===== src/rtl/param_mc_core.sv =====
// Multi-cycle 16-bit-instruction core: IDLE/FETCH/EXEC/HALT sequencer, 16-entry register file,
// Z/C flags, relative and absolute branches, with retire/debug visibility of every register write.
module param_mc_core #(
    parameter int DATA_W     = 8,
    parameter int PC_W       = 11,
    parameter bit IMM_SIGNED = 1'b1
) (
    input  logic              clk,
    input  logic              reset,
    input  logic              run,
    output logic              imem_req,
    output logic [PC_W-1:0]   imem_addr,
    input  logic              imem_valid,
    input  logic [15:0]       imem_rdata,
    output logic [PC_W-1:0]   pc,
    output logic              halted,
    output logic              retire,
    output logic              dbg_we,
    output logic [3:0]        dbg_waddr,
    output logic [DATA_W-1:0] dbg_wdata,
    output logic              flag_z,
    output logic              flag_c
);

    typedef enum logic [1:0] {IDLE, FETCH, EXEC, HALT} state_t;

    state_t            state_q, state_d;
    logic [PC_W-1:0]   pc_q, pc_d;
    logic [15:0]       ir_q, ir_d;
    logic              z_q, z_d, c_q, c_d;
    logic [DATA_W-1:0] rf_q [16];

    logic [3:0]        op;
    logic [DATA_W-1:0] ra, rb, imm4, imm8;
    logic [PC_W-1:0]   off8, jmpTarget;
    logic [DATA_W:0]   sum;
    logic              we, flagUpd;
    logic [3:0]        waddr;
    logic [DATA_W-1:0] wdata;

    assign op        = ir_q[15:12];
    assign ra        = rf_q[ir_q[11:8]];
    assign rb        = rf_q[ir_q[7:4]];
    assign imm4      = IMM_SIGNED ? DATA_W'($signed(ir_q[7:4]))  : DATA_W'(ir_q[7:4]);
    assign imm8      = IMM_SIGNED ? DATA_W'($signed(ir_q[11:4])) : DATA_W'(ir_q[11:4]);
    assign off8      = PC_W'($signed(ir_q[11:4]));
    assign jmpTarget = PC_W'(ir_q[11:0]);

    // Operands are read from rf_q while the write lands at the clock edge, so A==D is safe.
    always_comb begin
        state_d  = state_q;
        pc_d     = pc_q;
        ir_d     = ir_q;
        z_d      = z_q;
        c_d      = c_q;
        sum      = '0;
        we       = 1'b0;
        flagUpd  = 1'b0;
        waddr    = '0;
        wdata    = '0;
        imem_req = 1'b0;
        retire   = 1'b0;
        halted   = 1'b0;
        case (state_q)
            IDLE: begin
                if (run) state_d = FETCH;
            end
            FETCH: begin
                imem_req = 1'b1;
                if (imem_valid) begin
                    ir_d    = imem_rdata;
                    state_d = EXEC;
                end
            end
            EXEC: begin
                retire  = 1'b1;
                pc_d    = pc_q + PC_W'(1);
                state_d = (op == 4'hF) ? HALT : FETCH;
                case (op)
                    4'h0: begin
                        sum = {1'b0, ra} + {1'b0, rb};
                        we = 1'b1; flagUpd = 1'b1;
                        wdata = sum[DATA_W-1:0]; c_d = sum[DATA_W];
                    end
                    4'h1: begin
                        sum = {1'b0, ra} - {1'b0, rb};
                        we = 1'b1; flagUpd = 1'b1;
                        wdata = sum[DATA_W-1:0]; c_d = sum[DATA_W];
                    end
                    4'h2: begin we = 1'b1; flagUpd = 1'b1; wdata = ra & rb; c_d = 1'b0; end
                    4'h3: begin we = 1'b1; flagUpd = 1'b1; wdata = ra | rb; c_d = 1'b0; end
                    4'h6: begin we = 1'b1; flagUpd = 1'b1; wdata = ra ^ rb; c_d = 1'b0; end
                    4'h4: begin
                        sum = {1'b0, ra} + {1'b0, imm4};
                        we = 1'b1; flagUpd = 1'b1;
                        wdata = sum[DATA_W-1:0]; c_d = sum[DATA_W];
                    end
                    4'h5: begin we = 1'b1; wdata = imm8; end
                    4'h8: begin
                        if (z_q) pc_d = pc_q + PC_W'(1) + off8;
                    end
                    4'h9: pc_d = jmpTarget;
                    default: ;
                endcase
                if (we) waddr = ir_q[3:0];
                if (flagUpd) z_d = (wdata == '0);
            end
            HALT: halted = 1'b1;
            default: state_d = IDLE;
        endcase
    end

    always_ff @(posedge clk or negedge reset) begin
        if (!reset) begin
            state_q <= IDLE;
            pc_q    <= '0;
            ir_q    <= '0;
            z_q     <= 1'b0;
            c_q     <= 1'b0;
            for (int i = 0; i < 16; i++) rf_q[i] <= '0;
        end else begin
            state_q <= state_d;
            pc_q    <= pc_d;
            ir_q    <= ir_d;
            z_q     <= z_d;
            c_q     <= c_d;
            if (we) rf_q[waddr] <= wdata;
        end
    end

    assign imem_addr = pc_q;
    assign pc        = pc_q;
    assign dbg_we    = we;
    assign dbg_waddr = waddr;
    assign dbg_wdata = wdata;
    assign flag_z    = z_q;
    assign flag_c    = c_q;

endmodule


===== config.mk =====
export PLATFORM = sky130hd
export DESIGN_NAME = param_mc_core
export DESIGN_NICKNAME = d
export VERILOG_FILES = /design/src/rtl/param_mc_core.sv
export SDC_FILE = /design/constraint.sdc
export NUM_CORES = 1
export LEC_CHECK = 0
export CORE_ASPECT_RATIO = 1.2
export CORE_MARGIN = 2
export CORE_UTILIZATION = 50
export CTS_BUF_LIST = sky130_fd_sc_hd__clkbuf_16
export CTS_CLUSTER_SIZE = 40
export DETAILED_ROUTE_END_ITERATION = 12
export GPL_ROUTABILITY_DRIVEN = 1
export GPL_TIMING_DRIVEN = 0
export HOLD_SLACK_MARGIN = 0.08
export PLACE_DENSITY_LB_ADDON = 0.3
export SLEW_MARGIN = 25
export SYNTH_ARGS = -nofsm -noshare
export SYNTH_HDL_FRONTEND = slang
export SYNTH_SLANG_ARGS = --single-unit

===== constraint.sdc =====
create_clock -name clk -period 4.4 [get_ports clk]
set_input_delay 0.66 -clock clk [delete_from_list [all_inputs] [get_ports clk]]
set_output_delay 0.66 -clock clk [all_outputs]
set_load 0.005 [all_outputs]

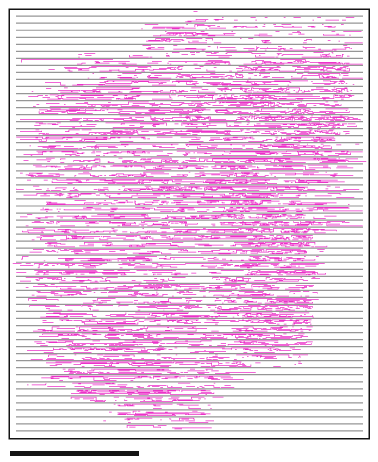
**Above:** met1 routing.
Bar = 50 microns. Supply wires on this layer in gray.
The wires run mostly horizontal. The layer carries 13100 microns of wire. 1073 nets have wire on it. The layer holds 37% of the routed length. The longest straight run is 64.4 microns.

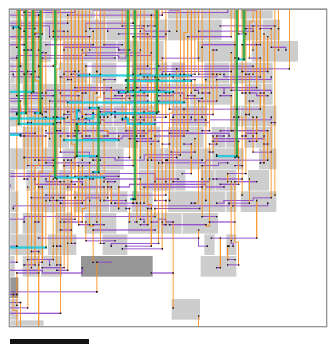
**Above:** close-up of the layout.
Bar = 10 microns. Region (84, 21) to (124, 61) microns. Cells in gray, sequential cells in the stronger gray; small squares are vias.
Key: metal 3 = cyan; metal 1 = purple; metal 4 = green; metal 2 = orange
Sequential cells in the window: 1. 86 logic cells have their middle in the window. Netlist names of flops here include `flag_c` (1). Most frequent: buf_4 (10), ha_1 (9), inv_1 (7).

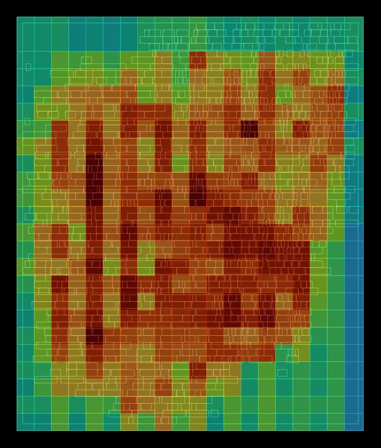
**Above:** routing congestion map.
most crowded layer after global routing: met2
global routing usage on met2: 49.86%
end-of-flow core utilization: 65.24%
global-route usage over all layers: 29.64%

==> impl_summary.log <==
[flow] final metrics
INFO  metric run_status = complete, but fails checks
INFO  metric violated_checks = setup timing
INFO  metric cp.required = 3.74 ns
INFO  metric sequential_cell_area = 0.003979 sq mm
INFO  metric grtUsageMet1 = 36.39%
INFO  metric netlist_top_cells_area = dfrtp_1 37%, mux4_2 17%, mux2_2 13%
INFO  metric multiInputGateArea = 0.006839 sq mm
INFO  metric cts_tree = yes
INFO  metric synth-main-ff-cell = dfrtp_1
INFO  metric power = 7908 uW
INFO  metric ys_warn_count = 0
INFO  metric crit_path_start_kind = register
INFO  metric critical_path_cell_count = 16
INFO  metric area_growth = 29.25%
INFO  metric postCtsHoldBufs = 0
INFO  metric cts-root-to-sink-buffers = 2
INFO  metric synth_stat.cells = 902
INFO  metric postRouteWirelength = 35.25 mm
INFO  metric enable_flop_cells = 0
INFO  metric synth.yosys.seq_area_share = 36.57%
INFO  metric number_of_cells_produced_by_synthesis = 902
INFO  metric vias_per_cell = 6.614
INFO  metric top_power_group = combinational logic
INFO  metric worst_flop_to_flop_path_startpoint = ir_q[4]$_DFFE_PN0P_
INFO  metric ctsResizeCount = 143
INFO  metric rsz0062_at_grt = true
INFO  metric combinationalPowerShare = 56.5%
INFO  metric finalHoldViolations = 0
INFO  metric regToRegSetupSlack = 0 ns
INFO  metric rr_worst_depth = 17
INFO  metric p_clk = 1530 uW
INFO  metric stage_log_warnings = 49
INFO  metric power.switching_fraction = 41.63%
INFO  metric tightest_slew = 1.016 ns
INFO  metric fillers = 1526
INFO  metric crit_path_frequent_cell = buf_6
INFO  metric grt_pass1_vias = 8909
INFO  metric clock_skew = 0.01422 ns
INFO  metric hpwl = 21.77 mm
INFO  metric antenna_cells_inserted = 0
INFO  metric chipWidth = 138.7 microns
INFO  metric dr.first_iter.drc_count = 991
INFO  metric fin_nets = 1152
INFO  metric sequentialPowerShare = 24.2%
INFO  metric synthDominantCellAreaShare = 36.57%
INFO  metric post-synth-top-count-cell = dfrtp_1
INFO  metric wire_length_of_the_first_global_routing_pass = 51.35 mm
INFO  metric worstPathArrival = 4.35 ns
INFO  metric htreeDepth = 4
INFO  metric timing.final.setup_violations = 7
INFO  metric fp-row-count = 59
INFO  metric syn-mean-instance-area = 12.06 sq um
INFO  metric setup.worst_path.end_class = output port
INFO  metric grt_overflow_total = 0
INFO  metric final_antenna_net_count = 0
INFO  metric crit_family = multiplexers
INFO  metric cts-root-buf = clkbuf_16
INFO  metric chip_area = 0.02296 sq mm
INFO  metric cts-buffers-inserted = 17
INFO  metric dieHeight = 165.6 microns
INFO  metric post_synth_num_cell_types = 86
INFO  metric synth-seq-cells = 159
INFO  metric crit_type = register to output port
INFO  metric maxSlewViolCount = 0
INFO  metric post_synth_instance_area = 0.01088 sq mm
INFO  metric final_layout_size_suffix_gt1_share = 46.34%
INFO  metric finalWeightedCongestion = 0.9095
INFO  metric clock_latency = 0.45 ns
INFO  metric pwr_density_cell = 562.3 mW/mm^2
INFO  metric drtPass1Iterations = 9
INFO  metric leakage = 0.006098 uW
INFO  metric synth_area_leader_cell = dfrtp_1
INFO  metric crit_path_top_delay_cell = mux4_2
INFO  metric crit_path_cell_trace = clkbuf_16 > buf_16 > buf_12 > mux4_2 > mux4_2 > inv_2 > ha_4 > buf_6 > buf_6 > o21ba_4 > o41ai_4 > o21ai_2 > a2bb2oi_1 > or3_4 > and2_4 > buf_6
INFO  metric switchingPower = 3292 uW
INFO  metric floorplanUtilization = 50.48%
INFO  metric grtUsageMet3 = 6.776%
INFO  metric post_dp_cell_area = 0.01189 sq mm
INFO  metric maxCapViolCount = 0
INFO  metric worst_ir_drop_vdd = 0.0005564 V
INFO  metric critical_path_buf_inv_count = 7
INFO  metric setup_ws = -0.6081 ns
INFO  metric maxSlewHeadroom = 31.68%
INFO  metric critical_path.max_fanout = 8
INFO  metric fin_crit = 5.008 ns
INFO  metric yosysChipArea = 0.01088 sq mm
INFO  metric synth_nets = 975
INFO  metric initial_antenna_violation_count = 0
INFO  metric worst_setup_path_endpoint = dbg_wdata[6]
INFO  metric worst_setup_hold_path_clk_slew = 0.08 ns
-- final cells by class --
type	instances	area share, %
clock buffers	17	3.025
well taps	274	2.438
clock inverters	15	1.281
plain buffers	57	3.950
flip-flops and latches	159	28.29
repair buffers	165	11.15
inverters	43	1.237
multi-input cells	636	48.63
-- registers in the layout (all words and copies together) (netlist names) --
register   cells
imem_addr     11
state_q        2
ir_q          16
flag_c         1
flag_z         1
rf_q         128
-- metal layers --
layer / routed length (microns) / vias to the layer above
li1: - / 3761
met1: 13130 / 4577
met2: 17360 / 521
met3: 2728 / 176
met4: 2022 / 0
met5: 0 / -
-- kinds of logic (layout without fill, tap and decap cells) --
logic type,count (synthesis),count (layout),share of synthesized area [%]
multiplexers,218,218,30.78
AND/OR/NAND/NOR,194,194,9.890
flip-flops,159,159,36.57
AND-OR/OR-AND,149,149,9.625
buffers and inverters,107,297,4.991
adder cells (fa/ha/maj),53,53,6.371
XOR/XNOR,22,22,1.771
-- worst reg2reg max path, stage by stage (launching register included) --
cell and delay [ns]:
dfrtp_1 0.41, clkbuf_16 0.19, buf_16 0.14, buf_12 0.11
mux4_2 0.49, mux4_2 0.54, inv_2 0.12, ha_4 0.21
buf_6 0.13, buf_6 0.11, o21ba_4 0.24, o41ai_4 0.31
o21ai_2 0.09, a2bb2oi_1 0.14, or3_4 0.37, buf_4 0.22
buf_4 0.19, mux2_2 0.28
-- through the flow --
stage                     std cells  hold WS, ns  TNS, ns  worst slack (ns)
after global routing           1366       0.2179   -3.818           -0.6503
after CTS                      1331       0.2036   -3.582           -0.6823
after global placement         1235       0.4747  -680.17            -3.922
after detailed placement       1236       0.4918   -59.85            -1.622
after floorplan                 902       0.3644        0          0.005842
final                          1366       0.1641   -3.044           -0.6081
No activity file was given, so power comes from the tool's default toggle rates.
